### Routing congestion map, run 1

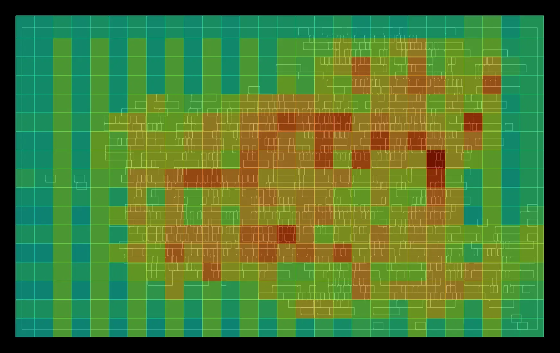
### Where the registers sit, run 1

Bar = 50 um.
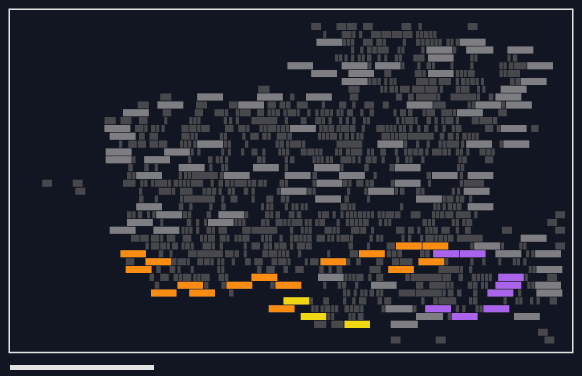
### M1 wires, run 1

Bar = 50 um. Supply wires on this layer in gray. Cells faint in the background.
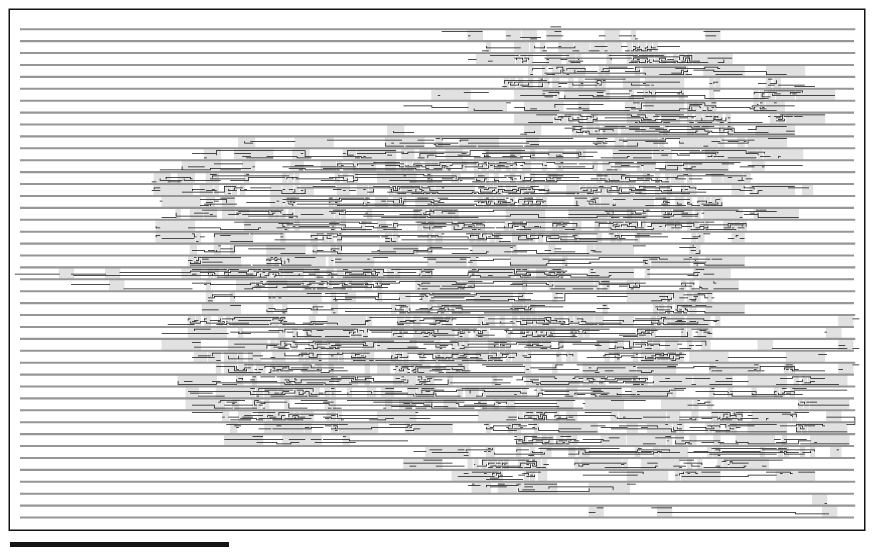
File: config.mk
export PLATFORM = sky130hd
export DESIGN_NAME = uart_top_flat
export DESIGN_NICKNAME = d
export VERILOG_FILES = /design/src/rtl/uart_if.sv /design/src/rtl/uart_top.sv /design/src/flat_wrapper.sv
export SDC_FILE = /design/constraint.sdc
export NUM_CORES = 1
export LEC_CHECK = 0
export ABC_AREA = 1
export CAP_MARGIN = 30
export CORE_ASPECT_RATIO = 0.6
export CORE_MARGIN = 2
export CORE_UTILIZATION = 30
export CTS_BUF_LIST = sky130_fd_sc_hd__clkbuf_16
export DETAILED_ROUTE_END_ITERATION = 10
export HOLD_SLACK_MARGIN = 0.06
export SYNTH_ARGS = -nofsm -noshare
export SYNTH_HDL_FRONTEND = slang
export SYNTH_SLANG_ARGS = --single-unit
export TNS_END_PERCENT = 5
File: constraint.sdc
create_clock -name internal_clock -period 2.6 [get_ports internal_clock]
set_input_delay 0.52 -clock internal_clock [delete_from_list [all_inputs] [get_ports internal_clock]]
set_output_delay 0.52 -clock internal_clock [all_outputs]
set_load 0.005 [all_outputs]
File: src/rtl/uart_if.sv
// uart_if: serial link and host-side handshake signals of one UART transceiver
interface uart_if;
  logic [2:0] baud_rate_select;
  logic [7:0] Tx_Byte;
  logic       Tx_Enable;
  logic       Tx_Serial;
  logic       Tx_Done;
  logic       Tx_Active;
  logic       RX_Enable;
  logic       RX_Data;
  logic [7:0] Rx_Byte;
  modport master (
    output baud_rate_select, Tx_Byte, Tx_Enable, RX_Enable, RX_Data,
    input  Tx_Serial, Tx_Done, Tx_Active, Rx_Byte
  );
  modport slave (
    input  baud_rate_select, Tx_Byte, Tx_Enable, RX_Enable, RX_Data,
    output Tx_Serial, Tx_Done, Tx_Active, Rx_Byte
  );
endinterface

File: src/rtl/uart_top.sv
// uart_top: full-duplex 8N1 UART transceiver with selectable baud rate
module uart_top #(
  parameter int CLK_FREQ = 50_000_000
) (
  input logic   internal_clock,
  input logic   rst_n,
  uart_if.slave bus
);
  typedef enum logic [1:0] {IDLE, START, DATA, STOP} state_t;
  localparam logic [15:0] DIVS [8] = '{
    16'((CLK_FREQ + 57600) / 115200), 16'((CLK_FREQ + 28800) / 57600),
    16'((CLK_FREQ + 19200) / 38400),  16'((CLK_FREQ + 9600) / 19200),
    16'((CLK_FREQ + 4800) / 9600),    16'((CLK_FREQ + 2400) / 4800),
    16'((CLK_FREQ + 1200) / 2400),    16'((CLK_FREQ + 600) / 1200)
  };
  state_t      tx_state, tx_state_n, rx_state, rx_state_n;
  logic [15:0] tx_cnt, tx_cnt_n, tx_div, tx_div_n, rx_cnt, rx_cnt_n, rx_div, rx_div_n;
  logic [7:0]  tx_sh, tx_sh_n, rx_sh, rx_sh_n, rx_byte, rx_byte_n;
  logic [2:0]  tx_idx, tx_idx_n, rx_idx, rx_idx_n;
  logic        tx_ser, tx_ser_n, tx_act, tx_act_n, tx_done, tx_done_n;
  logic        rx_s1, rx_s2, rx_s3, tx_wrap, rx_wrap;
  assign tx_wrap       = tx_cnt == tx_div - 16'd1;
  assign rx_wrap       = rx_cnt == rx_div - 16'd1;
  assign bus.Tx_Serial = tx_ser;
  assign bus.Tx_Active = tx_act;
  assign bus.Tx_Done   = tx_done;
  assign bus.Rx_Byte   = rx_byte;
  // TX state and registered line outputs; the line itself never comes from logic
  always_ff @(posedge internal_clock or negedge rst_n)
    if (!rst_n) begin
      tx_state <= IDLE;
      tx_cnt   <= '0;
      tx_div   <= '0;
      tx_sh    <= '0;
      tx_idx   <= '0;
      tx_ser   <= 1'b1;
      tx_act   <= 1'b0;
      tx_done  <= 1'b0;
    end else begin
      tx_state <= tx_state_n;
      tx_cnt   <= tx_cnt_n;
      tx_div   <= tx_div_n;
      tx_sh    <= tx_sh_n;
      tx_idx   <= tx_idx_n;
      tx_ser   <= tx_ser_n;
      tx_act   <= tx_act_n;
      tx_done  <= tx_done_n;
    end
  // TX next state: the done cycle doubles as the idle slot that can restart a frame
  always_comb begin
    tx_state_n = tx_state;
    tx_cnt_n   = tx_cnt + 16'd1;
    tx_div_n   = tx_div;
    tx_sh_n    = tx_sh;
    tx_idx_n   = tx_idx;
    tx_ser_n   = tx_ser;
    tx_act_n   = tx_act;
    tx_done_n  = 1'b0;
    unique case (tx_state)
      IDLE: begin
        tx_cnt_n = '0;
        tx_idx_n = '0;
        if (!bus.Tx_Enable) begin
          tx_state_n = START;
          tx_div_n   = DIVS[bus.baud_rate_select];
          tx_sh_n    = bus.Tx_Byte;
          tx_ser_n   = 1'b0;
          tx_act_n   = 1'b1;
        end
      end
      START: if (tx_wrap) begin
        tx_state_n = DATA;
        tx_cnt_n   = '0;
        tx_ser_n   = tx_sh[0];
      end
      DATA: if (tx_wrap) begin
        tx_state_n = tx_idx == 3'd7 ? STOP : DATA;
        tx_cnt_n   = '0;
        tx_sh_n    = tx_sh >> 1;
        tx_idx_n   = tx_idx + 3'd1;
        tx_ser_n   = tx_idx == 3'd7 ? 1'b1 : tx_sh[1];
      end
      STOP: if (tx_wrap) begin
        tx_state_n = IDLE;
        tx_cnt_n   = '0;
        tx_act_n   = 1'b0;
        tx_done_n  = 1'b1;
      end
    endcase
  end
  // RX synchronizer plus one extra stage for falling-edge detection
  always_ff @(posedge internal_clock or negedge rst_n)
    if (!rst_n) {rx_s3, rx_s2, rx_s1} <= 3'b111;
    else {rx_s3, rx_s2, rx_s1} <= {rx_s2, rx_s1, bus.RX_Data};
  // RX state and received byte
  always_ff @(posedge internal_clock or negedge rst_n)
    if (!rst_n) begin
      rx_state <= IDLE;
      rx_cnt   <= '0;
      rx_div   <= '0;
      rx_sh    <= '0;
      rx_idx   <= '0;
      rx_byte  <= '0;
    end else begin
      rx_state <= rx_state_n;
      rx_cnt   <= rx_cnt_n;
      rx_div   <= rx_div_n;
      rx_sh    <= rx_sh_n;
      rx_idx   <= rx_idx_n;
      rx_byte  <= rx_byte_n;
    end
  // RX next state: half-bit start check, then one sample per bit centre
  always_comb begin
    rx_state_n = rx_state;
    rx_cnt_n   = rx_cnt + 16'd1;
    rx_div_n   = rx_div;
    rx_sh_n    = rx_sh;
    rx_idx_n   = rx_idx;
    rx_byte_n  = rx_byte;
    if (bus.RX_Enable) begin
      rx_state_n = IDLE;
      rx_cnt_n   = '0;
    end else unique case (rx_state)
      IDLE: begin
        rx_cnt_n = '0;
        rx_idx_n = '0;
        if (rx_s3 && !rx_s2) begin
          rx_state_n = START;
          rx_div_n   = DIVS[bus.baud_rate_select];
        end
      end
      START: if (rx_cnt == rx_div >> 1) begin
        rx_state_n = rx_s2 ? IDLE : DATA;
        rx_cnt_n   = '0;
      end
      DATA: if (rx_wrap) begin
        rx_state_n = rx_idx == 3'd7 ? STOP : DATA;
        rx_cnt_n   = '0;
        rx_sh_n    = {rx_s2, rx_sh[7:1]};
        rx_idx_n   = rx_idx + 3'd1;
      end
      STOP: if (rx_wrap) begin
        rx_state_n = IDLE;
        rx_cnt_n   = '0;
        rx_byte_n  = rx_s2 ? rx_sh : rx_byte;
      end
    endcase
  end
endmodule

File: src/flat_wrapper.sv
// flat-port wrapper written by rule: the top's interface ports become plain ports
module uart_top_flat 
#(
  parameter int CLK_FREQ = 50_000_000
)
  (internal_clock, rst_n, bus_baud_rate_select, bus_Tx_Byte, bus_Tx_Enable, bus_RX_Enable, bus_RX_Data, bus_Tx_Serial, bus_Tx_Done, bus_Tx_Active, bus_Rx_Byte);
  uart_if bus_i ();
  input logic internal_clock;
  input logic rst_n;
  input wire logic [$bits(bus_i.baud_rate_select)-1:0] bus_baud_rate_select;
  input wire logic [$bits(bus_i.Tx_Byte)-1:0] bus_Tx_Byte;
  input wire logic [$bits(bus_i.Tx_Enable)-1:0] bus_Tx_Enable;
  input wire logic [$bits(bus_i.RX_Enable)-1:0] bus_RX_Enable;
  input wire logic [$bits(bus_i.RX_Data)-1:0] bus_RX_Data;
  output wire logic [$bits(bus_i.Tx_Serial)-1:0] bus_Tx_Serial;
  output wire logic [$bits(bus_i.Tx_Done)-1:0] bus_Tx_Done;
  output wire logic [$bits(bus_i.Tx_Active)-1:0] bus_Tx_Active;
  output wire logic [$bits(bus_i.Rx_Byte)-1:0] bus_Rx_Byte;
  assign bus_i.baud_rate_select = bus_baud_rate_select;
  assign bus_i.Tx_Byte = bus_Tx_Byte;
  assign bus_i.Tx_Enable = bus_Tx_Enable;
  assign bus_i.RX_Enable = bus_RX_Enable;
  assign bus_i.RX_Data = bus_RX_Data;
  assign bus_Tx_Serial = bus_i.Tx_Serial;
  assign bus_Tx_Done = bus_i.Tx_Done;
  assign bus_Tx_Active = bus_i.Tx_Active;
  assign bus_Rx_Byte = bus_i.Rx_Byte;
  uart_top #(.CLK_FREQ(CLK_FREQ)) u_core (.internal_clock(internal_clock), .rst_n(rst_n), .bus(bus_i));
endmodule
==> impl_metrics.yaml, run 1 <==
# implementation run metrics
grt:
  grt_overflow: 0
  grt_pass1_vias: 5005
  grt_max_degree: 60
timing:
  finalSetupViolCount: 0
  max_freq_mhz: 418
  rsz0062_at_grt: "yes"
  period_used_pct: 92.0
synth:
  edf_count: 0
  fp_nets: 928
  synth_top_cell_by_area: "dfrtp_1"
  top_cell: "nand2_1"
  yosys_register_bits: 104
  synth.cell_area_sq_um: 6570
  ys_top_cells_by_count: "nand2_1, dfrtp_1, nor2_1, inv_1, nand3_1"
  yosysSeqAreaShare_pct: 39.7
  synthCells: 893
  top_cells_by_area: "dfrtp_1, nand2_1, nor2_1"
critical_path:
  cp_max_fo: 8
  criticalPathCategory: "register to register"
  worstSetupStartpointType: "register"
  worst_ep_arrival_time_ps: 2690
run:
  drv_cap: 0
  warnings: 36
routing:
  postRouteAntennaNets: 0
power:
  powerDensity_nw_per_um2: 969
  leakage_nw: 3.67
  p_sw_mw: 3.38
  ir_drop_v: 0.000440
  pwr-share-clk_pct: 20.3
clock_network:
  cts_sinks: 104
  insertion_delay_ps: 360
  htree_levels: 3
  cts_tree: "built"
  clk_pin_slew_worst_paths_ps: 70
  cts-resized-gates: 1
  numCtsBuffers: 9
  post-cts-setup-buffers: 0
  clock_path_buffers: 2
cells_and_area:
  fillers: 2230
  logic_area_sq_um: 3570
  area_growth_pct: 16.1
status:
  status: "finished, final reports clean"
place:
  dp_hpwl_um: 12400
  place_area_sq_um: 7210
Back to the opening pictures, 'Routing congestion map':
GRT Util Overall: 14.4%
GRT met1 Usage: 25.1%
layer with the highest usage: met1
fin util: 35.9%

Back to the opening pictures, 'Where the registers sit':
| color | signal | sequential cells |
|---|---|---|
| purple | `u_core.rx_sh` | 8 |
| orange | `u_core.rx_cnt` | 16 |
| yellow | `u_core.rx_idx` | 3 |

Back to the opening pictures, 'M1 wires':
main direction: horizontal
nets with wire on the layer: 916
longest straight run: 64.2 um

run 1: worst max-delay path, cell delays in order, from the launching register on:
cell and delay, ps:
dfrtp_1 380, inv_1 110, ha_2 220, inv_1 60, nor2_1 120, nand2_1 140, nor2_4 140, nand3b_1 80
nand2_1 80, inv_1 50, nor2_2 110, nand2_1 80, nor2_2 150, nand2_4 130, nor3_4 220, buf_12 140
nand2_1 60, nand2_1 60
run 1: power groups by stage:
stage	logic (mW)	clock network [mW]	registers, mW
final	3.52	1.50	2.37
after global routing	4.01	1.61	2.43
after CTS	3.42	1.54	2.36
after detailed placement	3.40	0	2.39
after global placement	3.38	0	2.39
after floorplan	2.61	0	2.30
run 1: cell families (layout without fill, tap and decap cells):
group,Yosys count,after routing,synth area share [%]
and+or+nand+nor,530,530,36.2
adders and majority gates,19,19,3.62
AOI/OAI and AO/OA,73,74,5.85
DFF,104,104,39.7
buffers and inverters,108,153,6.74
xor gates and xnor gates,59,59,7.87
run 1: cell usage in the layout (no fill, tap or decap), types with 21 or more instances in the layout:
| cell | synthesis | final |
|---|---|---|
| dfrtp_1 | 100 | 100 |
| nor2_1 | 91 | 88 |
| xor2_1 | 38 | 38 |
| o21ai_0 | 44 | 44 |
| nand3_1 | 52 | 52 |
| nand4_1 | 21 | 21 |
| inv_1 | 87 | 88 |
| xnor2_1 | 21 | 21 |
| nand2_1 | 300 | 299 |
| clkdlybuf4s50_1 | 0 | 25 |
run 1: path summary, 6_finish.rpt:
kind / cells after the start / to / slack (ps)
worst max-delay path: 17 / u_core.bus.Rx_Byte[7] / 210
worst min-delay path: 1 / u_core.bus.Rx_Byte[6] / 230
worst max register to register: 17 / u_core.bus.Rx_Byte[7] / 210
worst min register to register: 0 / u_core.rx_s2 / 360
max in group asynchronous: 2 / u_core.bus.Tx_Serial / 1650
min in group internal_clock: 0 / u_core.rx_s2 / 360
run 1: state kept, by name, summed over array words and instances, names as in the netlist:
| signal | flops |
|---|---|
| u_core.rx_cnt | 16 |
| u_core.rx_div | 16 |
| u_core.tx_cnt | 16 |
| u_core.tx_div | 16 |
| u_core.bus.Rx_Byte | 8 |
| u_core.rx_sh | 8 |
| u_core.tx_sh | 8 |
| u_core.rx_idx | 3 |
| u_core.tx_idx | 3 |
| u_core.rx_state | 2 |
| u_core.tx_state | 2 |
| u_core.bus.Tx_Active | 1 |
| u_core.bus.Tx_Done | 1 |
| u_core.bus.Tx_Serial | 1 |
| u_core.rx_s1 | 1 |
| u_core.rx_s2 | 1 |
| u_core.rx_s3 | 1 |
run 1: metrics by stage:
stage                     setup TNS (ps)  std cells
after floorplan                        0        893
after global placement                 0       1197
after detailed placement           -22.7       1197
after CTS                              0       1213
after global routing               -63.5       1218
final                                  0       1218
run 1: final cells by class:
cell class	instances	share of cell area, %
flip-flops and latches	104	34.2
clock inverters	7	1.26
well taps	279	4.58
repair buffers	44	5.64
multi-input cells	682	46.7
inverters	93	4.64
clock buffers	9	2.95
run 1: layer usage:
metal  up-vias  share of wire, %
met2       125                33
li1       2903                 -
met4         0               1.1
met5         -                 0
met1      2626                59
met3        12               6.2
### Nets reached from selected ports, run 1

Bar = 50 um.
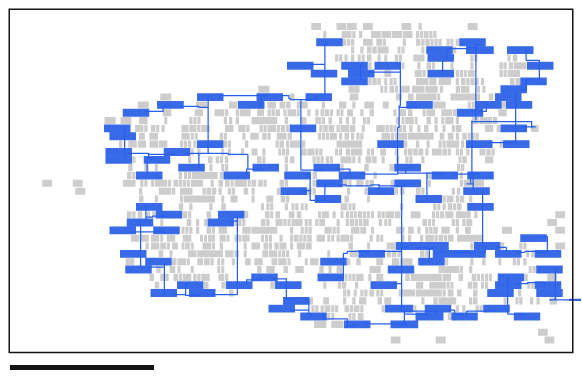

==> run 2: changes to the inputs <==
--- a/config.mk
+++ b/config.mk
@@ -9,10 +9,11 @@
 export CAP_MARGIN = 30
 export CORE_ASPECT_RATIO = 0.6
 export CORE_MARGIN = 2
-export CORE_UTILIZATION = 30
+export CORE_UTILIZATION = 24
 export CTS_BUF_LIST = sky130_fd_sc_hd__clkbuf_16
 export DETAILED_ROUTE_END_ITERATION = 10
 export HOLD_SLACK_MARGIN = 0.06
+export SLEW_MARGIN = 0
 export SYNTH_ARGS = -nofsm -noshare
 export SYNTH_HDL_FRONTEND = slang
 export SYNTH_SLANG_ARGS = --single-unit
### Nets reached from selected ports, run 2

Bar = 50 um.
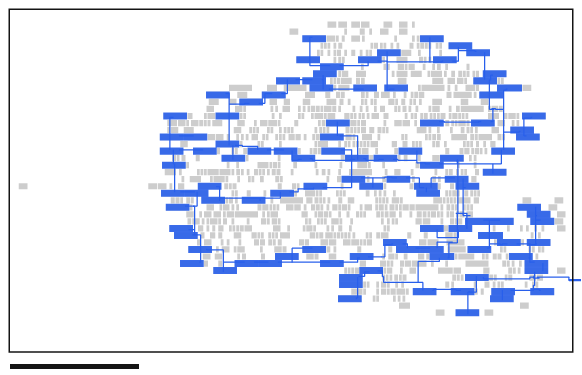
| color | port | direction | edge | end cells | buffers | wire |
|---|---|---|---|---|---|---|
| blue | `rst_n` | input | east | 104 | 5 | 1010 um |

### Routing congestion map, run 2

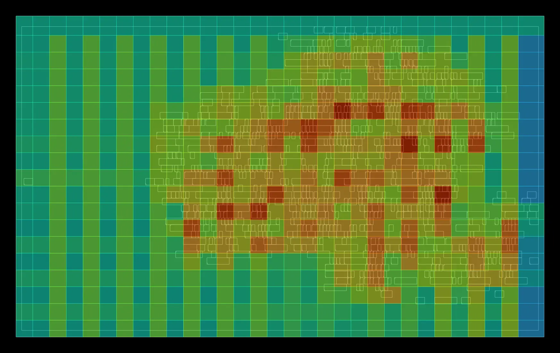
GRT Util Overall: 11.8%
GRT met1 Usage: 19.4%
wire per inst: 12.5 um
M3 GR Usage: 3.02%
M2 GR Usage: 14.4%

==> run 2 against run 1 <==
  * Sequential cell count unchanged
  * Combinational power about the same
  * Via count increased by 1.4%
  * Clock power decreased by 9%
  * Count of clock-buffer cells in the layout unchanged
  * Hold slack got worse by 96 ps
  * Maximum frequency decreased by 1.5%
==> impl_metrics.yaml, run 2 <==
# implementation run metrics
floorplanning:
  fp_util_pct: 24.7
  die_h_um: 132
  rows: 46
  io_pins: 27
routing:
  postRouteAntennaNets: 0
  viasPerCell: 4.41
  vias: 5745
  drc: 0
  wirelength_um: 16300
power:
  ir_drop_v: 0.000327
  pwr-share-clk_pct: 18.7
  p_sw_mw: 3.41
  p_int_mw: 3.86
  leakage_nw: 3.65
  powerDensity_nw_per_um2: 941
grt:
  grt_pass1_vias: 5246
  grt_overflow: 0
  antenna_found_initial: 2
  grt_max_degree: 41
cells_and_area:
  final_common_cell: "nand2_1"
  final_cell_mix: "nand2_1, dfrtp_1, nor2_1"
  area_growth_pct: 17.6
  logic_area_sq_um: 3580
  drive_gt1_share_pct: 10.3
  fillers: 2845
  final_util_pct: 29.0
timing:
  skew_ps: 5.21
  period_used_pct: 93.4
  finalSetupViolCount: 0
  hold_viol_final: 0
  fin_setup_tns_ps: 0
  maxSlewViolCount: 0
  relSlewSlack_pct: 61.5
  max_freq_mhz: 412
critical_path:
  worstSetupStartpointType: "register"
  criticalPathCategory: "register to register"
  worst_ep_arrival_time_ps: 2740
  cp_max_fo: 8
clock_network:
  cts_tree: "built"
  clock_path_buffers: 2
  htree_levels: 3
  numCtsBuffers: 9
  clk_pin_slew_worst_paths_ps: 80
  insertion_delay_ps: 360
  cts_sinks: 104
  hold_buffers: 0
place:
  portBuffers: 26
  gp_congestion: 0.907
  dp_hpwl_um: 12700
synth:
  ys_area_sq_um: 6570
  synth_top_flop_cell: "dfrtp_1"
  yosysSeqAreaShare_pct: 39.7
  synth.comb.largest_family: "simple AND/OR/NAND/NOR gates"
  synthMuxAreaShare_pct: 0
  top_cell: "nand2_1"
  fp_nets: 928
  synth_adder_area_share_pct: 3.62
  synthArstFlopShare_pct: 100
  yosys_cells: 893
  xor_share_pct: 7.87
  top_cells_by_area: "dfrtp_1, nand2_1, nor2_1"
  ys_top_cells_by_count: "nand2_1, dfrtp_1, nor2_1, inv_1, nand3_1"
  ys_sh_simple_pct: 36.2
  yosys_register_bits: 104
  synth.cell_area_sq_um: 6570
  ys_sh_aoi_pct: 5.85
  synthCells: 893
  netlist.area_leader.share_pct: 38.1
  synth_top_cell_by_area: "dfrtp_1"
  edf_count: 0
status:
  status: "finished, final reports clean"
run:
  drv_cap: 0
  warnings: 35
## run 2: netlist changes by cell type in the layout (fill, tap and decap cells not counted), sizes merged
cell / change
buf: +2
diode: +1
inv: +2
bufinv: -2
## run 2: layout make-up
type	count	share of cell area, %
repair buffers	46	5.76
diodes	1	0.0324
clock buffers	9	2.91
inverters	93	4.58
clock inverters	7	0.826
well taps	360	5.83
flip-flops and latches	104	33.7
multi-input cells	682	46.3
## run 2: cells by family (layout without fill, tap and decap cells)
logic type	after synthesis	after routing
AOI/OAI and AO/OA	73	74
DFF	104	104
xor gates and xnor gates	59	59
other	0	1
buffers and inverters	108	155
adders and majority gates	19	19
and+or+nand+nor	530	530
## run 2: power groups by stage
stage               Combinational (mW)  Sequential (mW)  Clock, mW
floorplan                         2.61             2.30          0
global placement                  3.37             2.39          0
detailed placement                3.41             2.39          0
CTS                               3.43             2.37       1.40
global route                      4.03             2.44       1.47
finish                            3.53             2.38       1.36
## run 2: metrics by stage
stage / instances / setup WS [ps] / power, mW / hold WS, ps / instance area, sq um
3_3_place_gp: 1281 / 18.7 / 5.76 / 349 / 7340
3_5_place_dp: 1281 / 18.8 / 5.80 / 351 / 7340
2_1_floorplan: 893 / 483 / 4.91 / 224 / 6570
6_report: 1302 / 171 / 7.27 / 139 / 7730
4_1_cts: 1297 / 31.0 / 7.19 / 158 / 7630
5_1_grt: 1301 / -13.3 / 7.94 / 166 / 7730
## run 2: repair_timing
item	4_1_cts	5_1_grt
resized	1	14
cloned	0	1
pin swaps	0	5
endpoints found under the setup margin	3	60
setup buffers	0	3
## run 2: path summary, 6_finish.rpt
path                               startpoint                     to  slack, ps  cells after the start
max reg2reg                  u_core.rx_div[1]  u_core.bus.Rx_Byte[3]        170                     17
max in group asynchronous               rst_n           u_core.rx_s1       1790                      2
min in group internal_clock      u_core.rx_s1           u_core.rx_s2        360                      0
min                                     rst_n        u_core.rx_sh[6]        140                      1
min reg2reg                      u_core.rx_s1           u_core.rx_s2        360                      0
max                          u_core.rx_div[1]  u_core.bus.Rx_Byte[3]        170                     17
## run 2: critical path: stages (launching register included)
cell and delay (ps):
dfrtp_1 400, inv_1 110, ha_2 210, inv_1 60, nor2_1 130, nand2_2 100, nor2_4 130, nand3b_1 90
nand2_1 90, inv_1 50, nor2_2 110, nand2_1 70, nor2_1 140, nand2_2 190, nor3_4 240, buf_12 140
nand2_1 50, nand2_1 50
## run 2: per-layer routing
metal	up-vias	track usage [%]	share of wire, %	routed length [um]
li1	2905	-	-	-
met1	2693	19.4	58	9450
met2	130	14.4	34	5520
met3	15	3.02	6.9	1120
met4	2	2.85	1.1	172
met5	-	0	0.080	13
### Wiring by layer, run 2

Only two layers are drawn.
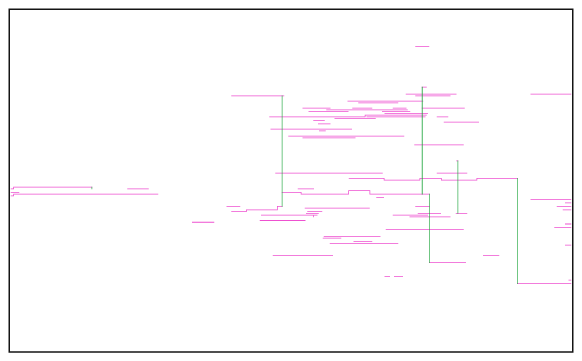

==> run 3: changes to the inputs <==
--- a/config.mk
+++ b/config.mk
@@ -6,8 +6,7 @@
 export NUM_CORES = 1
 export LEC_CHECK = 0
 export ABC_AREA = 1
-export CAP_MARGIN = 30
-export CORE_ASPECT_RATIO = 0.6
+export CAP_MARGIN = 40
 export CORE_MARGIN = 2
 export CORE_UTILIZATION = 24
 export CTS_BUF_LIST = sky130_fd_sc_hd__clkbuf_16
==> constraint.sdc (replaced) <==
create_clock -name internal_clock -period 2.75 [get_ports internal_clock]
set_input_delay 0.55 -clock internal_clock [delete_from_list [all_inputs] [get_ports internal_clock]]
set_output_delay 0.55 -clock internal_clock [all_outputs]
set_load 0.005 [all_outputs]
### Wiring by layer, run 3

Only two layers are drawn.
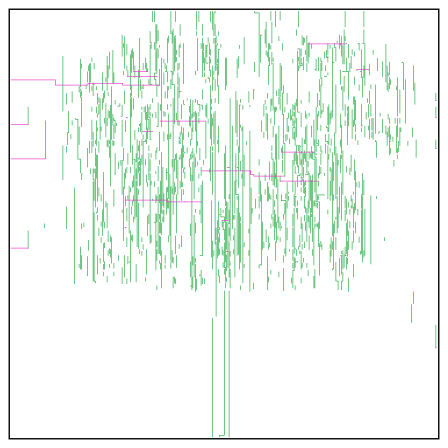
| color | layer | wire length |
|---|---|---|
| magenta | M3 | 247 um |
| green | M2 | 6910 um |

==> run 3 against run 2 <==
  * Hold slack improved by 210 ps
  * Register-to-register slack improved by 190 ps
  * Via count fell by 6.0%
  * Cell area fell by 1.8%
  * Clock power fell by 4%
  * Sequential share of layout area rose by 0.63 points
  * Non-clock buffer count fell by 9
  * Utilization fell by 0.85 points
  * Synthesized cell count did not move
  * Sequential power fell by 5%
  * Routed wire length fell by 10%
  * Setup slack improved by 190 ps
  * Critical endpoint is now u_core.bus.Rx_Byte[4]
  * Largest cell class unchanged
==> impl_metrics.yaml, run 3 <==
# implementation run metrics
grt:
  grt_max_degree: 61
  grt_pass1_vias: 5295
  met1_usage_pct: 14.6
  grt_usage_pct: 10.8
  grt_use_met2_pct: 17.8
  grt_overflow: 0
  grt_use_met3_pct: 2.05
timing:
  max_freq_mhz: 419
  hold_viol_final: 0
  fin_setup_tns_ps: 0
  skew_ps: 12.6
  period_used_pct: 86.8
synth:
  synthCells: 893
  netlist.area_leader.share_pct: 38.1
  synth_top_flop_cell: "dfrtp_1"
  synth.cell_area_sq_um: 6570
  fp_nets: 928
  synthArstFlopShare_pct: 100
  yosys_cells: 893
  ys_area_sq_um: 6570
  edf_count: 0
  yosys_register_bits: 104
  top_cell: "nand2_1"
  top_cells_by_area: "dfrtp_1, nand2_1, nor2_1"
cells_and_area:
  fillers: 2911
  logic_area_sq_um: 3530
  instances_no_fill: 1272
  antennaDiodeCount: 0
  drive_gt1_share_pct: 8.27
  final_cell_mix: "nand2_1, dfrtp_1, nor2_1"
  area_growth_pct: 15.5
power:
  leakage_nw: 3.61
  ir_drop_v: 0.000347
clock_network:
  numCtsBuffers: 9
  htree_levels: 3
  clk_pin_slew_worst_paths_ps: 80
  cts_tree: "built"
  post-cts-setup-buffers: 0
  clock_path_buffers: 2
place:
  dp_hpwl_um: 11300
  gp_congestion: 0.852
  dpl.cell_count: 1255
routing:
  wire_per_inst_um: 11.5
  postRouteAntennaNets: 0
  drc: 0
run:
  drv_cap: 0
status:
  status: "finished, final reports clean"
### Where the registers sit, run 3

Bar = 50 um.
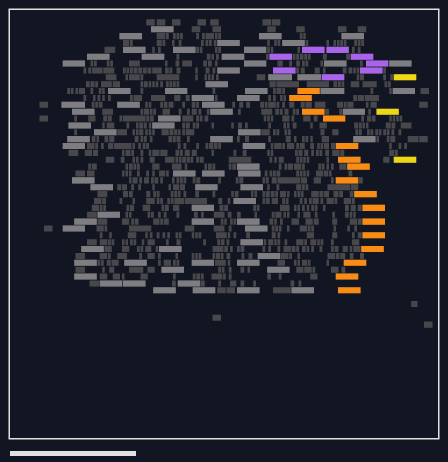
| color | signal | sequential cells |
|---|---|---|
| yellow | `u_core.rx_idx` | 3 |
| purple | `u_core.rx_sh` | 8 |
| orange | `u_core.rx_cnt` | 16 |

run 3: repair_timing:
action                                  in CTS  in global routing
endpoints found under the hold margin       13                  0
endpoints found under the setup margin       0                  2
gates resized                                0                  1
hold buffers                                 1                  0
run 3: worst paths after layout:
kind / start / end / slack, ps / depth (start not counted)
worst max-delay path: u_core.rx_div[0] / u_core.bus.Rx_Byte[4] / 360 / 17
worst min-delay path: u_core.rx_s1 / u_core.rx_s2 / 350 / 0
worst max register to register: u_core.rx_div[0] / u_core.bus.Rx_Byte[4] / 360 / 17
worst min register to register: u_core.rx_s1 / u_core.rx_s2 / 350 / 0
max in group asynchronous: rst_n / u_core.rx_s1 / 1460 / 3
min in group asynchronous: rst_n / u_core.rx_div[15] / 600 / 2
run 3: area by class of cell:
| type | count | area share, % |
|---|---|---|
| Sequential cell | 104 | 34.4 |
| Timing Repair Buffer | 37 | 4.85 |
| Clock buffer | 9 | 2.97 |
| Multi-Input combinational cell | 681 | 46.5 |
| Inverter | 93 | 4.62 |
| Tap cell | 341 | 5.62 |
| Clock inverter | 7 | 1.09 |
run 3: kinds of logic after synthesis:
logic type	share of synthesized area [%]
adders and majority gates	3.62
and+or+nand+nor	36.2
xor gates and xnor gates	7.87
DFF	39.7
buffers and inverters	6.74
AOI/OAI and AO/OA	5.85
run 3: through the flow:
step | hold slack (ps) | setup slack, ps | instance area, sq um
after detailed placement | 348 | 291 | 7260
after global placement | 349 | 295 | 7260
final | 351 | 364 | 7590
after global routing | 356 | 28.4 | 7590
after floorplan | 254 | 633 | 6570
after CTS | 355 | 276 | 7580
run 3: metal layers:
layer  wire [um]  vias up  part of all wire, %
met5           0        -                    0
met2        6910       31                   47
met4         120        0                 0.82
li1            -     2875                    -
met3         246       10                  1.7
met1        7340     2483                   50
run 3: power breakdown:
group	leakage, nW	switching [mW]	internal (mW)
clock	0.148	0.660	0.653
sequential	1.38	0.386	1.86
combinational	2.09	1.98	1.09
total	3.61	3.02	3.61
run 3: worst max-delay path, cell delays in order, from the launching register on:
cell and delay, ps:
dfrtp_1 380, inv_1 110, ha_1 220, inv_1 70, nor2_1 100, nand2_1 70, nor2_1 150, nand3b_1 100
nand2_1 70, inv_1 30, nor2_1 70, nand2_1 60, nor2_1 170, nand2_2 160, clkinv_2 160, nand3_2 190
nand2_1 110, nand2_1 60
Power is estimated from default activity; no workload was simulated.
